run_1/final_placement.png
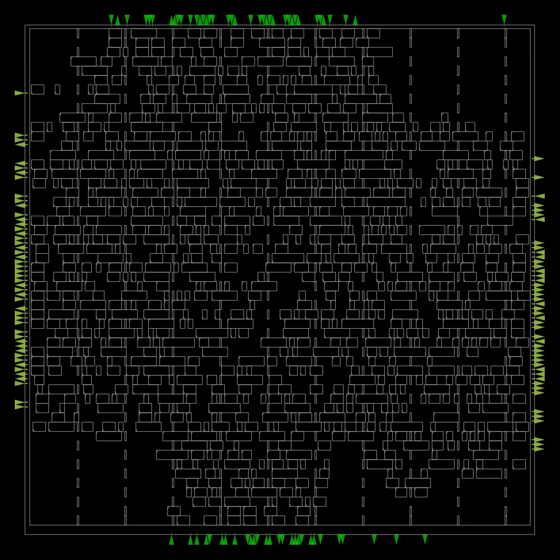
run_1/met4.png
The bar under the picture is 50 um long. Supply wires on this layer in gray.
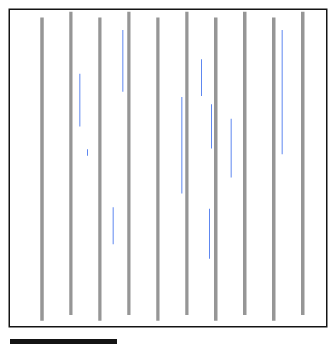
run_1/registers.png
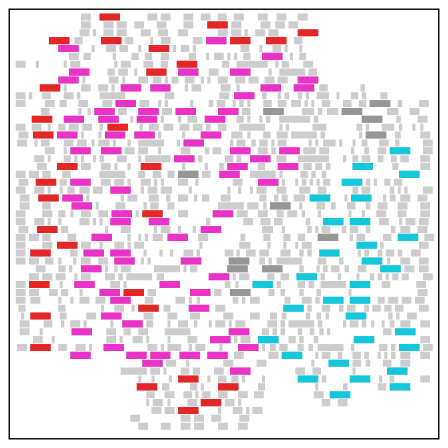
run_1/clock_map.png
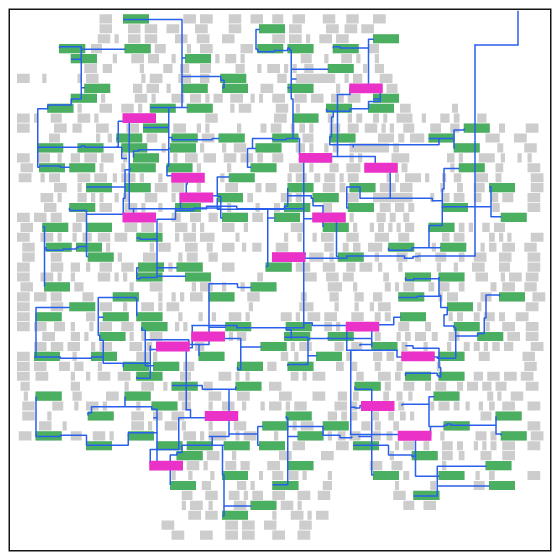
==> config.mk <==
export PLATFORM = sky130hd
export DESIGN_NAME = wb_arbiter_flat
export DESIGN_NICKNAME = d
export VERILOG_FILES = /design/src/rtl/wb_arbiter_if.sv /design/src/rtl/wb_arbiter.sv /design/src/flat_wrapper.sv
export SDC_FILE = /design/constraint.sdc
export NUM_CORES = 1
export LEC_CHECK = 0
export CELL_PAD_IN_SITES_DETAIL_PLACEMENT = 1
export CELL_PAD_IN_SITES_GLOBAL_PLACEMENT = 2
export CORE_UTILIZATION = 32
export DETAILED_ROUTE_END_ITERATION = 10
export GPL_TIMING_DRIVEN = 0
export HOLD_SLACK_MARGIN = 0.06
export PLACE_DENSITY = 0.88
export SYNTH_ARGS = -nofsm -noshare
export SYNTH_HDL_FRONTEND = slang
export SYNTH_SLANG_ARGS = --single-unit
==> constraint.sdc <==
create_clock -name clk_i -period 7.1 [get_ports clk_i]
set_clock_uncertainty 0.15 [all_clocks]
set_input_delay 0.71 -clock clk_i [delete_from_list [all_inputs] [get_ports clk_i]]
set_output_delay 0.71 -clock clk_i [all_outputs]
set_load 0.01 [all_outputs]
==> impl_metrics.py, run 1 <==
# Flow results
metrics = {
    "power": {
        "ir_worst_vdd_mv": 0.1372,
        "p_per_area_mw_per_mm2": 239.1,
    },
    "synthesis": {
        "most_common_cell": "dfxtp_1",
        "synth_stat.cells": 742,
        "netlist_instances": 742,
        "ff_type": "dfxtp_1",
        "synth_async_sr_flop_share_pct": 0,
        "yosysUniqueCellTypes": 54,
        "largest_area_cell": "dfxtp_1",
        "ys.flops": 149,
    },
    "clock_tree": {
        "hold_buffers": 0,
        "clockBufferDepth": 2,
        "cts_tree": "yes",
        "clock_sinks": 149,
        "postCtsSetupRepairBufs": 0,
        "cts_root_buf": "clkbuf_16",
    },
    "worst_setup_path": {
        "cp-end-kind": "output port",
        "r2r_cells": 8,
        "cp_slowest_stage_delay_ps": 760,
        "path_max_fanout": 10,
        "r2r_slack_ps": 4170,
        "start_kind": "primary input",
    },
    "final_timing": {
        "fin_setup_tns_ps": 0,
        "rsz0062_at_grt": "false",
        "finalMaxSlewViolations": 0,
    },
    "floorplan": {
        "dieHeight_um": 148.0,
        "coreArea_mm2": 0.02096,
        "num_rows": 53,
        "pin_count": 159,
    },
    "worst_hold_path": {
        "hold_path_class": "reg2reg",
        "whs_path_depth": 2,
    },
    "route": {
        "drt_drc_violations_left": 0,
    },
    "place": {
        "port_buffers": 157,
        "gp_routability_congestion": 0.7982,
        "hpwlAfterDp_mm": 16.03,
    },
    "global_route": {
        "grt_pass1_wl_mm": 35.36,
        "gr-total-overflow": 0,
    },
    "status": {
        "status": "finished, final reports clean",
    },
}
About final_placement.png:
final cell count without fillers: 1206
Seq cells: 149
sequential portion of the cell area: 31.96%
n_taps: 275

About met4.png:
nets with wire on the layer	6
wire length on this layer	263 um
main direction	vertical
share of all routed wire	1.2%
final wirelength: 22.07 mm
Via Count: 6188

About registers.png:
netlist name	color	placed flops
u_core.bus.rd_data_o	red	32
u_core.mem_q	magenta	74
u_core.bus.busy_o	cyan	31
Seq. pwr: 0.928 mW
Reg area: 0.002983 mm^2

About clock_map.png:
[cells driving clock nets] magenta | count: 17
[flip-flops] green | count: 149
[clock wires] blue | length: 2110 um
flops lie	spread over the die
Worst-Skew Late Latency: 430 ps
Clock power frac: 41.7%
P_clk: 0.931 mW

==> run 1: layout make-up <==
type,count,share of cell area [%]
sequential,149,31.96
inverter,44,1.770
clock inverter,13,1.689
clock buffer,19,4.746
multi-input combinational,483,35.90
tap,275,3.687
buffer,66,3.405
timing repair buffer,157,16.84
==> run 1: stage by stage <==
stage | std cells | power (mW) | instance area [um^2] | setup slack, ps | hold WS, ps
after floorplan | 742 | 1.134 | 6817 | 4610 | 287.4
after global placement | 1174 | 1.314 | 8732 | 3032 | 293.4
after detailed placement | 1174 | 1.320 | 8732 | 3038 | 303.8
after CTS | 1206 | 2.251 | 9333 | 3028 | 312.4
after global routing | 1206 | 2.326 | 9333 | 2960 | 325.2
final | 1206 | 2.232 | 9333 | 3066 | 309.7
==> run 1: layer usage <==
layer | vias up | track usage [%] | routed length [um]
met2 | 147 | 35.00 | 10460
met1 | 2999 | 27.13 | 10370
li1 | 3015 | - | -
met4 | 2 | 5.876 | 263
met5 | - | 0 | 11
met3 | 25 | 4.506 | 966
==> run 1: placed cells by master, fill, tap and decap left out, types with 10 or more instances in the layout <==
| master | synthesis | layout |
|---|---|---|
| clkdlybuf4s50_1 | 0 | 157 |
| dfxtp_1 | 149 | 149 |
| mux2i_1 | 105 | 105 |
| nand2_1 | 93 | 93 |
| inv_1 | 42 | 42 |
| nor2_1 | 42 | 42 |
| clkbuf_1 | 40 | 41 |
| a211oi_1 | 34 | 34 |
| a31o_2 | 34 | 34 |
| a21oi_1 | 27 | 27 |
| a311oi_1 | 22 | 22 |
| nand3_1 | 20 | 20 |
| clkbuf_16 | 0 | 17 |
| buf_2 | 11 | 11 |
| o21ai_0 | 11 | 11 |
| nor3_1 | 11 | 11 |
| o311ai_0 | 10 | 10 |
==> run 1: critical path: cells and delay by family <==
| family | cells | cell delay, ps |
|---|---|---|
| buf+inv | 4 | 2310 |
| simple gates | 1 | 140 |
==> run 1: where the power goes <==
part / total, mW / internal [mW] / switching, mW / leakage, nW
sequential: 0.928 / 0.894 / 0.0343 / 1.22
clock: 0.931 / 0.560 / 0.371 / 0.285
combinational: 0.373 / 0.182 / 0.190 / 2.25
==> run 1: cell families after synthesis <==
kind of cell             after synthesis  share of synthesized area, %
multiplexers                         108                         15.91
buffers and inverters                110                         7.085
flip-flops                           149                         43.76
XOR/XNOR                               3                        0.3855
AND/OR/NAND/NOR                      203                         14.12
adder cells (fa/ha/maj)                4                        0.7342
AND-OR/OR-AND                        164                         17.95
other                                  1                       0.05501
run_1/wire_density.png
The bar under the picture is 50 um long. The die is cut into 30 by 30 equal tiles; dark purple is low, yellow is high, scaled to the fullest tile. Values are wire area over tile area, all layers added.
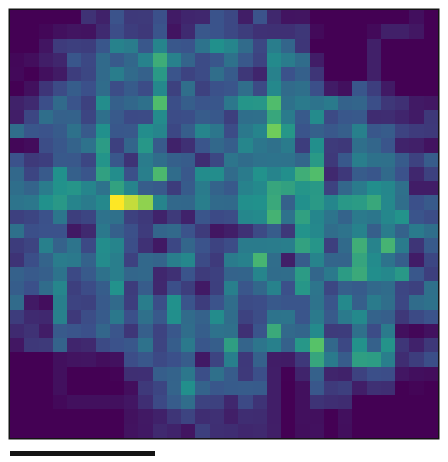

## Run 2: what changed since run 1
Settings changed: CORE_UTILIZATION 32 to 27, PLACE_DENSITY 0.88 to 0.8.
Clock period 7.1 ns to 3.3 ns, I/O delays scaled along.
run_2/wire_density.png
The bar under the picture is 50 um long. The die is cut into 32 by 32 equal tiles; dark purple is low, yellow is high, scaled to the fullest tile. Values are wire area over tile area, all layers added.
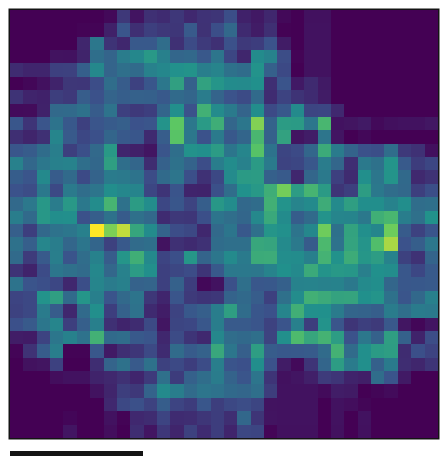
emptiest ninth of the die	north-east
nearly empty tiles	16%
mean over tiles	0.14
densest ninth of the die	east
tiles over half the peak	10%
fullest tile	0.53
Via Count: 6207
All-Layer GR Usage: 17.86%
WL per Instance: 18.24 um
final wirelength: 22.89 mm

==> impl_metrics.py, run 2 <==
# Flow results
metrics = {
    "status": {
        "status": "finished, final reports clean",
    },
    "clock_tree": {
        "clockBufferDepth": 2,
        "insertion_delay_ps": 420,
        "postCtsSetupRepairBufs": 0,
        "cts_root_buf": "clkbuf_16",
        "hold_buffers": 0,
        "cts_tree": "yes",
        "clock_sinks": 149,
    },
    "floorplan": {
        "pin_count": 159,
        "dieHeight_um": 160.9,
        "num_rows": 57,
    },
    "place": {
        "hpwlAfterDp_mm": 16.69,
        "port_buffers": 157,
        "post-place-ws_ps": 41.21,
        "gp_routability_congestion": 0.8059,
    },
    "power": {
        "p_per_area_mw_per_mm2": 527.1,
        "power_frac_clock_pct": 43.7,
        "total_power_mw": 4.982,
        "p_switching_mw": 1.314,
        "switching_share_pct": 26.37,
        "ir_worst_vdd_mv": 0.2712,
        "p_int_mw": 3.668,
        "seq_power_share_pct": 40.1,
    },
    "synthesis": {
        "largest_area_cell": "dfxtp_1",
        "ys.flops": 149,
        "ff_type": "dfxtp_1",
        "yosysUniqueCellTypes": 54,
        "most_common_cell": "dfxtp_1",
        "synth_stat.cells": 742,
        "synth_async_sr_flop_share_pct": 0,
    },
    "final_timing": {
        "rsz0062_at_grt": "false",
        "layout_setup_ws_ps": 272.4,
        "whs_ps": 308.9,
        "finalMaxSlewViolations": 0,
        "fin_setup_tns_ps": 0,
    },
    "worst_hold_path": {
        "hold_path_class": "reg2reg",
    },
    "global_route": {
        "gr-usage-met2_pct": 29.84,
        "gr-total-overflow": 0,
        "use_met3_pct": 3.719,
        "grt_util_met1_pct": 23.55,
    },
    "final_layout": {
        "mostFrequentLayoutCells": "clkdlybuf4s50_1 (157), dfxtp_1 (149), mux2i_1 (105)",
        "final_common_cell": "clkdlybuf4s50_1",
    },
    "worst_setup_path": {
        "cp-end-kind": "output port",
        "r2r_slack_ps": 400,
        "start_kind": "primary input",
        "r2r_cells": 8,
    },
    "route": {
        "drt_drc_violations_left": 0,
    },
}
run_2/final_placement.png
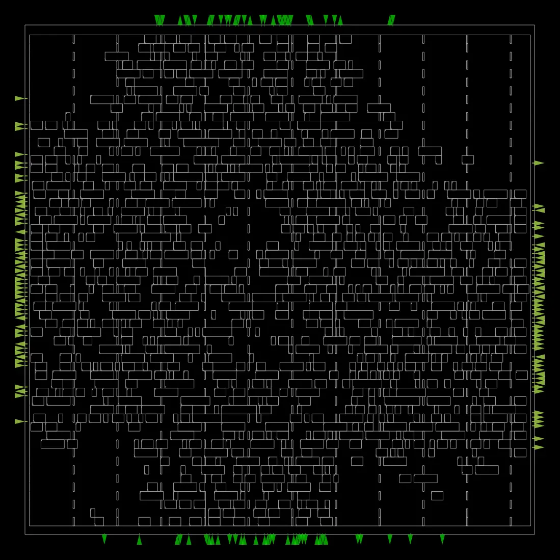
final cell count without fillers: 1255
n_taps: 324
Core Region: 0.02453 mm^2
Util after Layout: 38.53%

-- run 2: cell type report --
| class | instances | area [um^2] | share of cell area, % |
|---|---|---|---|
| tap | 324 | 405.4 | 4.289 |
| buffer | 66 | 319.1 | 3.376 |
| multi-input combinational | 483 | 3351 | 35.45 |
| clock buffer | 18 | 429.2 | 4.541 |
| sequential | 149 | 2983 | 31.56 |
| inverter | 44 | 165.2 | 1.747 |
| timing repair buffer | 157 | 1572 | 16.63 |
| clock inverter | 14 | 227.7 | 2.409 |
-- run 2: stage by stage --
| step | util [%] | cells | area [um^2] |
|---|---|---|---|
| 2_1_floorplan | - | 742 | 6817 |
| 3_3_place_gp | 35.84 | 1223 | 8793 |
| 3_5_place_dp | 35.84 | 1223 | 8793 |
| 4_1_cts | 38.52 | 1255 | 9450 |
| 5_1_grt | 38.53 | 1255 | 9452 |
| 6_report | 38.53 | 1255 | 9452 |
-- run 2: cells by family after synthesis --
group / share of synthesized area [%]
other: 0.05501
flip-flops: 43.76
multiplexers: 15.91
AND/OR/NAND/NOR: 14.12
XOR/XNOR: 0.3855
buffers and inverters: 7.085
AND-OR/OR-AND: 17.95
adder cells (fa/ha/maj): 0.7342
-- run 2: per-layer routing --
metal	wire [um]	vias up	share of wire, %
met4	197	2	0.86
li1	-	3021	-
met1	10880	3029	48
met3	982	21	4.3
met5	13	-	0.057
met2	10810	134	47
-- run 2: power groups by stage --
stage / sequential (mW) / combinational, mW / clock, mW
finish: 2.00 / 0.808 / 2.18
CTS: 2.00 / 0.819 / 2.23
global placement: 2.03 / 0.803 / 0
detailed placement: 2.04 / 0.813 / 0
global route: 2.01 / 0.875 / 2.31
floorplan: 2.05 / 0.392 / 0
-- run 2: worst max-delay path, cell delays in order --
cell and delay [ps]:
clkdlybuf4s50_1 730, clkbuf_1 490, clkbuf_2 380, nor2_1 110
clkdlybuf4s50_1 500
Power figures rest on the tool's default switching activity, not on a simulated workload.
